Run 1, cell density map:
The die is cut into 21 by 21 equal tiles; white is low, dark blue is high, 0 to 100% covered.
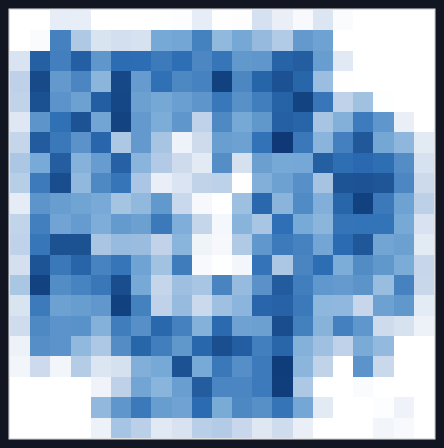
Run 1, gate families picked out:
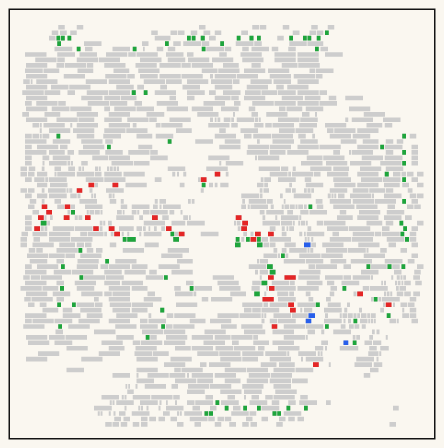
Run 1, met2 routing:
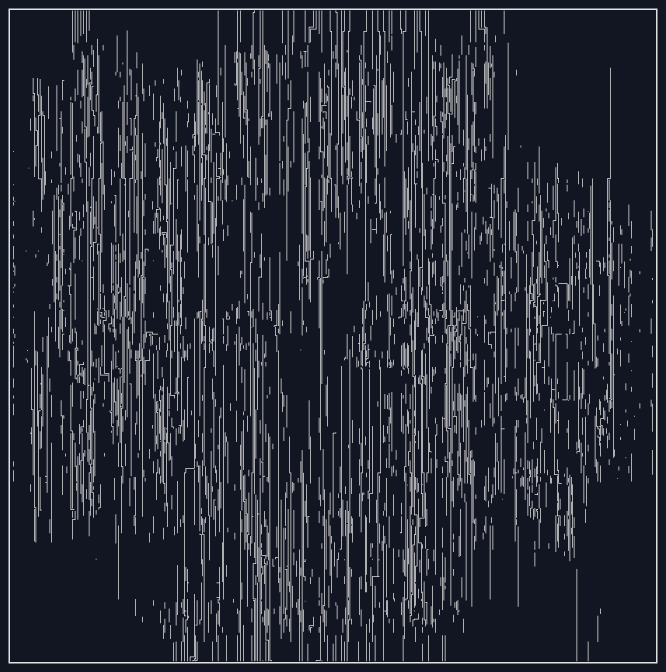
Run 1, routing congestion:
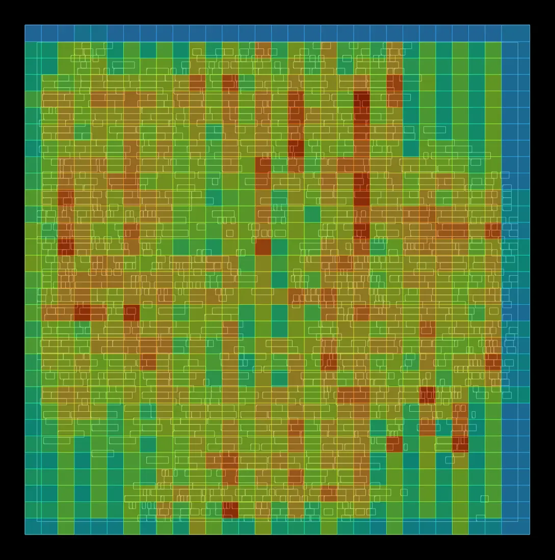
--- src/rtl/bp_ctrl_pkg.sv ---
// Shared types and helpers for the branch-predictor update controller:
// update FSM states, the resolved-branch record, gskew hashing and
// 2-bit saturating counter arithmetic.
package bp_ctrl_pkg;

    localparam int BP_PC_W   = 32;
    localparam int BP_GHR_W  = 8;
    localparam int BP_IDX_W  = 3;
    localparam int NUM_BANKS = 3;
    localparam int CTR_W     = 2;

    typedef logic [$clog2(NUM_BANKS)-1:0] bank_t;
    typedef logic [CTR_W-1:0]             ctr_t;

    typedef enum logic [2:0] {
        S_IDLE,
        S_RD0,
        S_WR0,
        S_RD1,
        S_WR1,
        S_RD2,
        S_WR2,
        S_BTB
    } upd_state_t;

    typedef struct packed {
        logic [BP_PC_W-1:0]  pc;
        logic [BP_PC_W-1:0]  target;
        logic                taken;
        logic [BP_GHR_W-1:0] ghr;
    } branch_rec_t;

    // Bank addressed by each counter read/write state.
    function automatic bank_t state_bank(input upd_state_t s);
        bank_t b;
        case (s)
            S_RD1, S_WR1: b = bank_t'(1);
            S_RD2, S_WR2: b = bank_t'(2);
            default:      b = bank_t'(0);
        endcase
        return b;
    endfunction

    // gskew hash: PC word bits XOR a per-bank skew of the low history bits.
    function automatic logic [BP_IDX_W-1:0] gskew_index(
        input logic [BP_PC_W-1:0]  pc,
        input logic [BP_GHR_W-1:0] ghr,
        input bank_t               bank
    );
        logic [BP_IDX_W-1:0] p;
        logic [BP_IDX_W-1:0] g;
        logic [BP_IDX_W-1:0] h;
        p = pc[BP_IDX_W+1:2];
        g = ghr[BP_IDX_W-1:0];
        if (bank == bank_t'(1)) begin
            h = {g[BP_IDX_W-2:0], g[BP_IDX_W-1]};
        end else if (bank == bank_t'(2)) begin
            h = {g[0], g[BP_IDX_W-1:1]};
        end else begin
            h = g;
        end
        return p ^ h;
    endfunction

    function automatic ctr_t sat_inc(input ctr_t c);
        return (c == '1) ? c : c + ctr_t'(1);
    endfunction

    function automatic ctr_t sat_dec(input ctr_t c);
        return (c == '0) ? c : c - ctr_t'(1);
    endfunction

endpackage

--- src/rtl/branch_rec_fifo.sv ---
// Small synchronous FIFO of resolved-branch records. Pointers carry one
// extra wrap bit so full and empty are told apart without a counter.
module branch_rec_fifo
    import bp_ctrl_pkg::*;
#(
    parameter int DEPTH = 4
) (
    input  logic        clk,
    input  logic        reset,
    input  logic        push_i,
    input  branch_rec_t push_data_i,
    input  logic        pop_i,
    output branch_rec_t head_o,
    output logic        full_o,
    output logic        empty_o
);

    localparam int AW = $clog2(DEPTH);

    branch_rec_t     mem_q [DEPTH];
    logic [AW:0]     wr_ptr_q;
    logic [AW:0]     rd_ptr_q;
    logic            do_push;
    logic            do_pop;

    assign full_o  = (wr_ptr_q[AW] != rd_ptr_q[AW]) &&
                     (wr_ptr_q[AW-1:0] == rd_ptr_q[AW-1:0]);
    assign empty_o = (wr_ptr_q == rd_ptr_q);
    assign do_push = push_i && !full_o;
    assign do_pop  = pop_i && !empty_o;
    assign head_o  = mem_q[rd_ptr_q[AW-1:0]];

    // Record storage, written at the tail.
    // NOTE: storage is deliberately not reset; the pointers alone decide which entries are valid.
    always_ff @(posedge clk) begin
        if (do_push) begin
            mem_q[wr_ptr_q[AW-1:0]] <= push_data_i;
        end
    end

    // Head/tail pointer advance.
    // NOTE: non-blocking assignments so every register samples pre-edge values.
    always_ff @(posedge clk or posedge reset) begin
        if (reset) begin
            wr_ptr_q <= '0;
            rd_ptr_q <= '0;
        end else begin
            if (do_push) begin
                wr_ptr_q <= wr_ptr_q + (AW+1)'(1);
            end
            if (do_pop) begin
                rd_ptr_q <= rd_ptr_q + (AW+1)'(1);
            end
        end
    end

endmodule

--- src/rtl/predictor_update_controller.sv ---
// Sequences branch-prediction state updates after execution resolves a
// branch: buffers records, read-modify-writes the three gskew counter
// banks through a port shared with fetch, writes taken branches into the
// BTB, and drives misprediction recovery (flush, redirect, GHR restore).
module predictor_update_controller
    import bp_ctrl_pkg::*;
#(
    parameter int FIFO_DEPTH   = 4,
    // Record widths come from bp_ctrl_pkg; override these only together with the package.
    parameter int PC_W         = BP_PC_W,
    parameter int GHR_W        = BP_GHR_W,
    parameter int IDX_W        = BP_IDX_W,
    parameter int FLUSH_CYCLES = 2
) (
    input  logic              clk,
    input  logic              reset,
    input  logic              res_valid,
    output logic              res_ready,
    input  logic [PC_W-1:0]   res_pc,
    input  logic [PC_W-1:0]   res_target,
    input  logic              res_taken,
    input  logic              res_predicted,
    input  logic [GHR_W-1:0]  res_ghr,
    input  logic              fetch_lookup,
    output logic              ctr_rd_en,
    output logic              ctr_wr_en,
    output logic [1:0]        ctr_bank,
    output logic [IDX_W-1:0]  ctr_idx,
    output logic [1:0]        ctr_wdata,
    input  logic [1:0]        ctr_rdata,
    output logic              btb_we,
    output logic [2*PC_W-1:0] btb_tag_and_target,
    output logic              flush_pipeline,
    output logic [PC_W-1:0]   redirect_pc,
    output logic              ghr_restore,
    output logic [GHR_W-1:0]  ghr_restore_value,
    output logic              busy
);

    localparam int FC_W = $clog2(FLUSH_CYCLES + 1);

    // Record buffer
    branch_rec_t push_rec;
    branch_rec_t head_rec;
    logic        fifo_full;
    logic        fifo_empty;
    logic        fifo_pop;

    // Recovery state
    logic             out_of_reset_q;
    logic [FC_W-1:0]  flush_cnt_q;
    logic             flush_active;
    logic [PC_W-1:0]  redirect_pc_q;
    logic             ghr_restore_q;
    logic [GHR_W-1:0] ghr_restore_value_q;
    logic             accept;
    logic             mispredict;

    // Update state
    upd_state_t  state_q;
    branch_rec_t work_q;
    ctr_t        rdata_q;
    logic        rdata_held_q;
    logic        in_rd;
    logic        in_wr;
    bank_t       cur_bank;
    ctr_t        rd_value;

    assign flush_active = (flush_cnt_q != '0);
    // Wrong-path records offered during a flush are refused and thereby dropped.
    assign res_ready    = out_of_reset_q && !fifo_full && !flush_active;
    assign accept       = res_valid && res_ready;
    assign mispredict   = accept && (res_taken != res_predicted);
    assign push_rec     = '{pc: res_pc, target: res_target, taken: res_taken, ghr: res_ghr};
    assign fifo_pop     = (state_q == S_IDLE) && !fifo_empty;

    branch_rec_fifo #(
        .DEPTH (FIFO_DEPTH)
    ) u_fifo (
        .clk         (clk),
        .reset       (reset),
        .push_i      (accept),
        .push_data_i (push_rec),
        .pop_i       (fifo_pop),
        .head_o      (head_rec),
        .full_o      (fifo_full),
        .empty_o     (fifo_empty)
    );

    // Misprediction recovery: flush countdown, redirect target and GHR restore pulse.
    always_ff @(posedge clk or posedge reset) begin
        if (reset) begin
            out_of_reset_q      <= 1'b0;
            flush_cnt_q         <= '0;
            redirect_pc_q       <= '0;
            ghr_restore_q       <= 1'b0;
            ghr_restore_value_q <= '0;
        end else begin
            out_of_reset_q <= 1'b1;
            ghr_restore_q  <= mispredict;
            if (mispredict) begin
                flush_cnt_q         <= FC_W'(FLUSH_CYCLES);
                redirect_pc_q       <= res_taken ? res_target : res_pc + PC_W'(4);
                ghr_restore_value_q <= {res_ghr[GHR_W-2:0], res_taken};
            end else if (flush_active) begin
                flush_cnt_q <= flush_cnt_q - FC_W'(1);
            end
        end
    end

    assign flush_pipeline    = flush_active;
    assign redirect_pc       = redirect_pc_q;
    assign ghr_restore       = ghr_restore_q;
    assign ghr_restore_value = ghr_restore_value_q;

    // Decode of the current update step; strobes are gated by fetch_lookup in the same
    // cycle, so fetch wins the counter port without a cycle of latency.
    always_comb begin
        // NOTE: defaults first so no path leaves a variable unassigned (no latch).
        in_rd    = 1'b0;
        in_wr    = 1'b0;
        cur_bank = state_bank(state_q);
        case (state_q)
            S_RD0, S_RD1, S_RD2: in_rd = 1'b1;
            S_WR0, S_WR1, S_WR2: in_wr = 1'b1;
            default: ;
        endcase
    end

    // Counter value read one cycle earlier, or the copy held across a stall.
    assign rd_value  = rdata_held_q ? rdata_q : ctr_rdata;

    assign ctr_rd_en = in_rd && !fetch_lookup;
    assign ctr_wr_en = in_wr && !fetch_lookup;
    assign ctr_bank  = (in_rd || in_wr) ? cur_bank : '0;
    assign ctr_idx   = (in_rd || in_wr) ? gskew_index(work_q.pc, work_q.ghr, cur_bank) : '0;
    assign ctr_wdata = in_wr ? (work_q.taken ? sat_inc(rd_value) : sat_dec(rd_value)) : '0;

    assign btb_we             = (state_q == S_BTB) && work_q.taken;
    assign btb_tag_and_target = (state_q == S_BTB) ? {work_q.pc, work_q.target} : '0;

    assign busy = !fifo_empty || (state_q != S_IDLE);

    // Update FSM: one read-modify-write per bank, then the BTB step.
    always_ff @(posedge clk or posedge reset) begin
        if (reset) begin
            state_q      <= S_IDLE;
            work_q       <= '0;
            rdata_q      <= '0;
            rdata_held_q <= 1'b0;
        end else begin
            case (state_q)
                S_IDLE: begin
                    if (!fifo_empty) begin
                        work_q  <= head_rec;
                        state_q <= S_RD0;
                    end
                end
                S_RD0: if (!fetch_lookup) state_q <= S_WR0;
                S_RD1: if (!fetch_lookup) state_q <= S_WR1;
                S_RD2: if (!fetch_lookup) state_q <= S_WR2;
                S_WR0, S_WR1, S_WR2: begin
                    if (fetch_lookup) begin
                        // Read data is only valid on the first write cycle; keep it.
                        rdata_q      <= rd_value;
                        rdata_held_q <= 1'b1;
                    end else begin
                        rdata_held_q <= 1'b0;
                        case (state_q)
                            S_WR0:   state_q <= S_RD1;
                            S_WR1:   state_q <= S_RD2;
                            default: state_q <= S_BTB;
                        endcase
                    end
                end
                S_BTB:   state_q <= S_IDLE;
                default: state_q <= S_IDLE;
            endcase
        end
    end

endmodule

--- config.mk ---
export PLATFORM = sky130hd
export DESIGN_NAME = predictor_update_controller
export DESIGN_NICKNAME = d
export VERILOG_FILES = /design/src/rtl/bp_ctrl_pkg.sv /design/src/rtl/branch_rec_fifo.sv /design/src/rtl/predictor_update_controller.sv
export SDC_FILE = /design/constraint.sdc
export NUM_CORES = 1
export LEC_CHECK = 0
export CAP_MARGIN = 20
export CELL_PAD_IN_SITES_DETAIL_PLACEMENT = 0
export CELL_PAD_IN_SITES_GLOBAL_PLACEMENT = 2
export CORE_AREA = 5 5 207 209
export DETAILED_ROUTE_END_ITERATION = 10
export DIE_AREA = 0 0 212 214
export HOLD_SLACK_MARGIN = 0.1
export PLACE_DENSITY = 0.86
export SLEW_MARGIN = 20
export SYNTH_ARGS = -nofsm -noshare
export SYNTH_HDL_FRONTEND = slang
export SYNTH_SLANG_ARGS = --single-unit
export TNS_END_PERCENT = 50
--- constraint.sdc ---
create_clock -name clk -period 4.84 [get_ports clk]
set_input_delay 0.968 -clock clk [delete_from_list [all_inputs] [get_ports clk]]
set_output_delay 0.968 -clock clk [all_outputs]
set_load 0.03 [all_outputs]
==> run notes, run 1 <==
From the run reports.

- The run finished with clean final reports.
- Per STA, the worst path is made up of o21ai_0, or3_1, a41oi_1, nand2_1, a21oi_1, clkdlybuf4s50_1.
- The proportion of register bits with asynchronous set or reset after synthesis is 0.313.
- The sequential standard cell area reads 0.0113 mm2.
- The clock network latency to the later pin of the worst-skew pair is 0.56 ns.
- The cell-mix breakdown from Yosys lists the adder-cell area share as 0.00915.
- The overall chip area is 0.0454 mm2.
- The number of cells upsized or downsized after cts reads 0.
- The height of the chip reads 214 um.
- The vias per cell is 5.30.
- The number of cell rows is 74.
- The cell count after placement is 1,677.
- The remaining antenna violation count after routing is 0.
- The peak clock frequency supported by timing reads 227 MHz.
- The root buffer cell reads clkbuf_16.
- The post-layout instance area reads 0.0204 mm2.
- The worst max-slew margin expressed relative to the limit reads 0.241.
- For the finished layout, the period the worst path requires is 4.40 ns.
- The max-cap check violation count reads 0.
- The synthesized netlist occupies a cell area of 0.0164 mm2.
- The final timing report gives a worst setup slack of 0.442 ns.
- The H-tree generated during clock tree synthesis spans 2 levels.
- The synthesized netlist handed to floorplanning was reported with a cell count of 987.
- The DRC violations left reads 0.
- Before CTS, the worst setup slack after placement is 0.958 ns.
- For this sky-water flow run, the detailed-routed wirelength per cell is reported as 23.1 um.
- Looking at the VDD voltage map, the peak drop is 397 uV.
- 198 I/O pins were placed.
- The transition time of the tightest slew-check pin reads 1.14 ns.
- The portion of netlist area occupied by mux cells is 0.151.
- The share of the clock period used by the worst path after layout reads 0.909.
- The clock net sink count reads 396.
- The quantity of hold-fixing buffers added after cts is 0.
- The register area share after synthesis is 0.687.
- The number of failing setup endpoints in the final timing report is 0.
- Among all stages on the critical path, the largest delay is contributed by dfrtp_2.
- The post-synth net total is 1,079.
- The area used by multi-input combinational logic reads 0.00479 mm2.
- The area share of and/or/nand/nor cells after synthesis is 0.0775.
- The synthesis stat section lists a flop and latch total of 396.
- The type of the most critical hold path is flop to flop.
- The leakage power summed over all cells reads 7.45 nW.
- Entering global routing, the biggest net connects 81 pins.
- The count of routing violations after the opening detailed-route iteration is 570.
- The critical path buffer and inverter count is 1.
- Per the CTS log, the buffer count on the longest clock path is 3.
- The synthesized-area fraction occupied by ao, oa, aoi and oai cells reads 0.0335.
## Picture notes: 'cell density map'
mean over tiles = 44%
fullest tile = 96%
nearly empty tiles = 15%
emptiest ninth of the die = lower right
tiles over 75% full = 14%

## Picture notes: 'gate families picked out'
blue -> AND-OR and OR-AND gates  # cells 4
red -> XOR/XNOR gates  # cells 34, most used xor2_1
green -> AND and OR gates  # cells 88, most used and3_1, where all over the die

## Picture notes: 'met2 routing'
wire length on this layer = 19,600 um
longest straight run = 80.9 um
share of all routed wire = 48%
main direction = vertical
nets with wire on the layer = 1,124

## Picture notes: 'routing congestion'
M3 GR Usage: 0.0391
GRT Overall Usage: 0.177
met1 capacity usage during global routing: 0.247

[run 1: sequential cells by signal, summed over array words and instances, names as in the netlist, 2 cells and up]
register,cells
flush_cnt_q,2
ghr_restore_value,8
rdata_q,2
redirect_pc,32
state_q,3
u_fifo.mem_q,272
u_fifo.rd_ptr_q,3
u_fifo.wr_ptr_q,3
work_q,68
[run 1: worst paths after layout]
path | cells after the start | start | end | slack, ns
min reg2reg | 2 | ghr_restore_value[7] | ghr_restore_value[7] | 0.48
max in group asynchronous | 3 | reset | work_q[13] | 2.92
max | 6 | state_q[2] | ctr_idx[1] | 0.44
min in group asynchronous | 2 | reset | flush_cnt_q[1] | 0.96
max reg2reg | 4 | u_fifo.rd_ptr_q[0] | work_q[18] | 1.99
min | 2 | ghr_restore_value[7] | ghr_restore_value[7] | 0.48
[run 1: stage by stage]
stage	utilization	total power [W]
4_1_cts	0.502	0.0121
6_report	0.502	0.0120
3_3_place_gp	0.466	0.00866
5_1_grt	0.502	0.0126
3_5_place_dp	0.466	0.00874
2_1_floorplan	-	0.00734
[run 1: placed cells by master, fill, tap and decap left out, drive strengths merged, types with 15 or more instances in the layout]
cell type / instances
nand2: 74
clkdlybuf4s50: 195
nand3: 23
dfrtp: 124
buf: 19
o21ai: 33
mux4: 68
and3: 73
xor2: 22
clkbuf: 57
a21oi: 19
nor2: 17
edfxtp: 272
mux2: 74
inv: 18
clkinv: 15
[run 1: synthesized netlist by cell type (5+ instances only)]
| master | instances | area (um2) |
|---|---|---|
| a21oi_1 | 19 | 95.1 |
| and2_1 | 5 | 31.3 |
| and3_1 | 73 | 457 |
| buf_2 | 15 | 75.1 |
| buf_6 | 10 | 113 |
| clkbuf_1 | 28 | 105 |
| dfrtp_1 | 124 | 3100 |
| edfxtp_1 | 272 | 8170 |
| ha_1 | 12 | 150 |
| inv_1 | 16 | 60.1 |
| mux2_1 | 12 | 135 |
| mux2_2 | 58 | 653 |
| mux2i_1 | 10 | 100 |
| mux4_2 | 68 | 1530 |
| nand2_1 | 74 | 278 |
| nand3_1 | 22 | 110 |
| nand4_1 | 6 | 37.5 |
| nor2_1 | 16 | 60.1 |
| nor2b_1 | 6 | 37.5 |
| nor3_1 | 8 | 40.0 |
| o211ai_1 | 8 | 60.1 |
| o21ai_0 | 32 | 160 |
| xnor2_1 | 12 | 105 |
| xor2_1 | 20 | 175 |
[run 1: final cells by class]
type / count / area share
sequential: 396 / 0.553
tap: 532 / 0.0326
clock buffer: 57 / 0.0593
clock inverter: 23 / 0.0126
multi-input combinational: 518 / 0.235
timing repair buffer: 214 / 0.105
antenna: 1 / 0.000123
inverter: 17 / 0.00337
[run 1: report_power, final]
part | internal, W | switching, W
Clock | 0.00203 | 0.00133
Combinational | 0.00181 | 0.00213
Sequential | 0.00428 | 0.000387
[run 1: worst reg2reg max path, stage by stage, from the launching register on]
cell and delay, ns:
dfrtp_4 0.42, buf_4 0.53, buf_4 0.81, mux4_2 0.66, mux2_1 0.31
[run 1: routing by layer]
layer | up-vias | share of wire | wire length (um)
met2 | 265 | 0.48 | 19600
met5 | - | 0.00027 | 11
met3 | 47 | 0.065 | 2650
met4 | 2 | 0.013 | 544
met1 | 4787 | 0.44 | 17800
li1 | 4209 | - | -
Run 1, routed metal, one colour a layer:
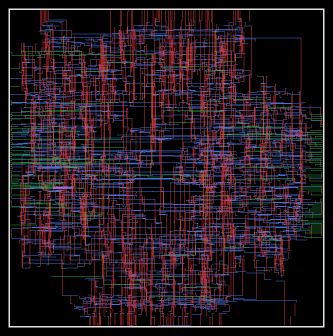

## Run 2: what changed since run 1
Settings changed: PLACE_DENSITY 0.86 to unset, PLACE_DENSITY_LB_ADDON set to 0.1, SKIP_CTS_REPAIR_TIMING set to 1.
Run 2, routed metal, one colour a layer:
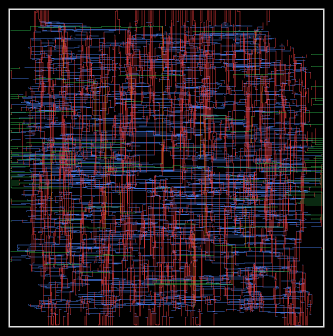
blue -> met1  # wire length 19,000 um
orange -> met4  # wire length 646 um
green -> met3  # wire length 2,200 um
red -> met2  # wire length 20.6 mm
routed wire length: 42.4 mm
detailed-route wire length per cell: 24.1 um
via count: 9,256
GRT Overall Usage: 0.188

Run 2, cell density map:
The die is cut into 21 by 21 equal tiles; white is low, dark blue is high, 0 to 100% covered.
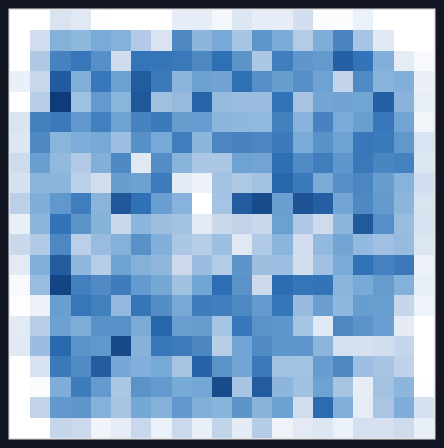
tiles over 75% full = 5.9%
fullest tile = 95%
mean over tiles = 44%
nearly empty tiles = 6.1%

==> run 2 against run 1 <==
  * Die area unchanged
  * Sequential cell count unchanged
  * Total power decreased by 0.61%
  * Non-clock buffer count increased by 2
  * Sequential power about the same
  * Via count decreased by 0.58%
  * Area after synthesis unchanged
  * Largest cell class unchanged
  * Largest power group unchanged
==> run notes, run 2 <==
From the run reports.

- The critical path buffer and inverter count reads 2 (was 1).
- The max-cap check violation count reads 0 (unchanged).
- The hold path startpoint reads ghr_restore_value[7] (unchanged).
- The clock net sink count is 396 (unchanged).
- The highest metal layer with signal wires reads met4 (was met5).
- The number of warnings in the stage logs is 34 (unchanged).
- The category of the critical setup timing path is flop to output pin (unchanged).
- The CTS tree reads yes (unchanged).
- The overall chip area is 0.0454 mm2 (unchanged).
- The maximum clock insertion buffer count reads 3 (unchanged).
- The post-layout utilization of the core was 0.502 (about the same).
- The end of the worst register-to-register path is work_q[13] (was work_q[18]).
- The synthesized netlist cell count is 987 (unchanged).
- The worst reg2reg path startpoint is u_fifo.rd_ptr_q[1] (was u_fifo.rd_ptr_q[0]).
- Result of the run: complete, no violations (unchanged).
- The switching power as a share of total power reads 0.324 (was 0.322).
- The transition time of the tightest slew-check pin is 0.921 ns (was 1.14 ns).
- The standard cell with the maximum stage delay on the critical path is clkdlybuf4s50_1 (was dfrtp_2).
- The internal power of the cells was 0.00804 W (was 0.00812 W).
- The switching component of the power was 0.00386 W (about the same).
- The global route total overflow is 0 (unchanged).
- The DRC violations left reads 0 (unchanged).
- The summed instance area of the synthesized netlist reads 0.0164 mm2 (unchanged).
- The met1 wire length came to 19.0 mm (was 17.8 mm).
- The number of flip-flops in the largest register reads 272 (unchanged).
- The number of synthesized register bits was 396 (unchanged).
- The register area share after synthesis was 0.687 (unchanged).
- The number of failing setup endpoints in the final timing report is 0 (unchanged).
- The part of the total power dissipated in sequential elements is 0.392 (was 0.389).
- Critical path, cell by cell: inv_1, ha_1, o21ai_0, or3_1, a41oi_1, or2_2, a21oi_1, clkdlybuf4s50_1 (was o21ai_0, or3_1, a41oi_1, nand2_1, a21oi_1, clkdlybuf4s50_1).
- The number of cell rows reads 74 (unchanged).
- The power per unit of standard cell area reads 584 mW/mm2 (was 587 mW/mm2).
- The count of routing violations after the opening detailed-route iteration was 564 (was 570).
- The peak clock frequency supported by timing came to 238 MHz (was 227 MHz).
- Most area-consuming cells after synthesis: edfxtp_1 50%, dfrtp_1 19%, mux4_2 9.3% (unchanged).
- The clock network latency to the later pin of the worst-skew pair reads 0.56 ns (about the same).
- The worst-case register-to-register setup slack reads 1.97 ns (was 1.99 ns).
- The remaining antenna violation count after routing reads 0 (unchanged).
- The height of the chip came to 214 um (unchanged).
- The width of the die came to 212 um (unchanged).
- Ranking of synthesized cells by instance count: 272 x edfxtp_1, 124 x dfrtp_1, 74 x nand2_1, 73 x and3_1, 68 x mux4_2 (unchanged).
- Most numerous logic cells after layout: 272 x edfxtp_1, 195 x clkdlybuf4s50_1, 121 x dfrtp_1 (unchanged).
- The proportion of register bits with asynchronous set or reset after synthesis came to 0.313 (unchanged).
- The worst max-slew margin expressed relative to the limit reads 0.386 (was 0.241).
- The cell depth of the worst flop-to-flop path is 5 (was 4).
- The commonest register cell after synthesis is edfxtp_1 (unchanged).
- The total length of routed met3 wires is 2.20 mm (was 2.65 mm).
- The most used logic cell in the final layout is edfxtp_1 (unchanged).
- The power share of the combinational group reads 0.333 (was 0.330).
- The maximum resistive drop on vdd came to 292 uV (was 397 uV).
- The global-route wire length before repair came to 64.5 mm (was 61.2 mm).
- The sequential standard cell area came to 0.0113 mm2 (unchanged).
- The post-synth net total is 1,079 (unchanged).
- The maximum number of pins on one net before global-route repair is 91 (was 81).
- The type of the most critical hold path reads flop to flop (unchanged).
- The cell with the most instances after synthesis reads edfxtp_1 (unchanged).
- The shortest clock period the worst path allows after layout was 4.20 ns (was 4.40 ns).
- The worst hold path cell count reads 2 (unchanged).
- The root buffer cell is clkbuf_16 (unchanged).
- The area used by multi-input combinational logic is 0.00479 mm2 (unchanged).
- The number of H-tree levels is 2 (unchanged).
- The number of ports placed on the die boundary reads 198 (unchanged).
- The met2 wire length is 20.6 mm (was 19.6 mm).
- The share of the clock period used by the worst path after layout is 0.867 (was 0.909).
- The leakage power summed over all cells is 7.45 nW (about the same).
- The end point of the most critical hold path reads ghr_restore_value[7] (unchanged).
- The cell taking the most area after synthesis reads edfxtp_1 (unchanged).
- The fraction of post-synthesis cell area in the top cell type by area is 0.498 (unchanged).
run 2: cell count changes in the layout (fill, tap and decap cells not counted), sizes merged:
cell,delta
clkbuf,+8
clkinv,-3
buf,+2
bufinv,-2
clkinvlp,-2
diode,-1
run 2: final cells by class:
| cell class | count | area share |
|---|---|---|
| inverter | 17 | 0.00337 |
| multi-input combinational | 518 | 0.235 |
| sequential | 396 | 0.553 |
| clock inverter | 16 | 0.00828 |
| tap | 532 | 0.0326 |
| timing repair buffer | 216 | 0.107 |
| clock buffer | 65 | 0.0613 |
run 2: per-stage QoR:
step | total power [W] | setup WS (ns) | std cells | instance area [um2] | hold WS [ns]
final | 0.0119 | 0.643 | 1760 | 20400 | 0.477
after global routing | 0.0125 | 0.434 | 1760 | 20400 | 0.494
after CTS | 0.0121 | 0.577 | 1759 | 20400 | 0.479
after detailed placement | 0.00876 | 1.19 | 1678 | 19000 | 0.466
after global placement | 0.00872 | 1.23 | 1678 | 19000 | 0.458
after floorplan | 0.00734 | 0.573 | 987 | 16400 | 0.449
run 2: worst max path at each step:
stage | from | end | depth (start not counted)
floorplan | reset | flush_cnt_q[0] | 1
global placement | state_q[0] | ctr_idx[1] | 8
detailed placement | state_q[0] | ctr_idx[1] | 8
CTS | state_q[0] | ctr_idx[1] | 8
global route | state_q[0] | ctr_idx[1] | 8
finish | state_q[0] | ctr_idx[1] | 8
run 2: kinds of logic (layout without fill, tap and decap cells):
logic type | count (synthesis) | in the layout | synth area share
AND-OR/OR-AND | 85 | 85 | 0.0335
multiplexers | 152 | 152 | 0.151
buffers and inverters | 73 | 314 | 0.0229
XOR/XNOR | 34 | 34 | 0.0191
adder cells (fa/ha/maj) | 12 | 12 | 0.00915
AND/OR/NAND/NOR | 234 | 234 | 0.0775
flip-flops | 396 | 396 | 0.687
other | 1 | 1 | 0.000228
run 2: per-layer routing:
layer | up-vias | track usage
met1 | 4799 | 0.266
met4 | 0 | 0.0427
met5 | - | 0
li1 | 4218 | -
met2 | 195 | 0.303
met3 | 44 | 0.0367
run 2: power by group through the flow:
| stage | combinational, W | clock, W | sequential, W |
|---|---|---|---|
| 6_report | 0.00396 | 0.00328 | 0.00467 |
| 5_1_grt | 0.00428 | 0.00351 | 0.00473 |
| 4_1_cts | 0.00404 | 0.00336 | 0.00467 |
| 3_5_place_dp | 0.00403 | 0 | 0.00473 |
| 3_3_place_gp | 0.00400 | 0 | 0.00472 |
| 2_1_floorplan | 0.00247 | 0 | 0.00487 |
run 2: tightest hold or removal path: cells and delay by family, from the launching register on:
family	cells	cell delay [ns]
DFF	1	0.34
and+or+nand+nor	2	0.11
Power is estimated from default activity; no workload was simulated.
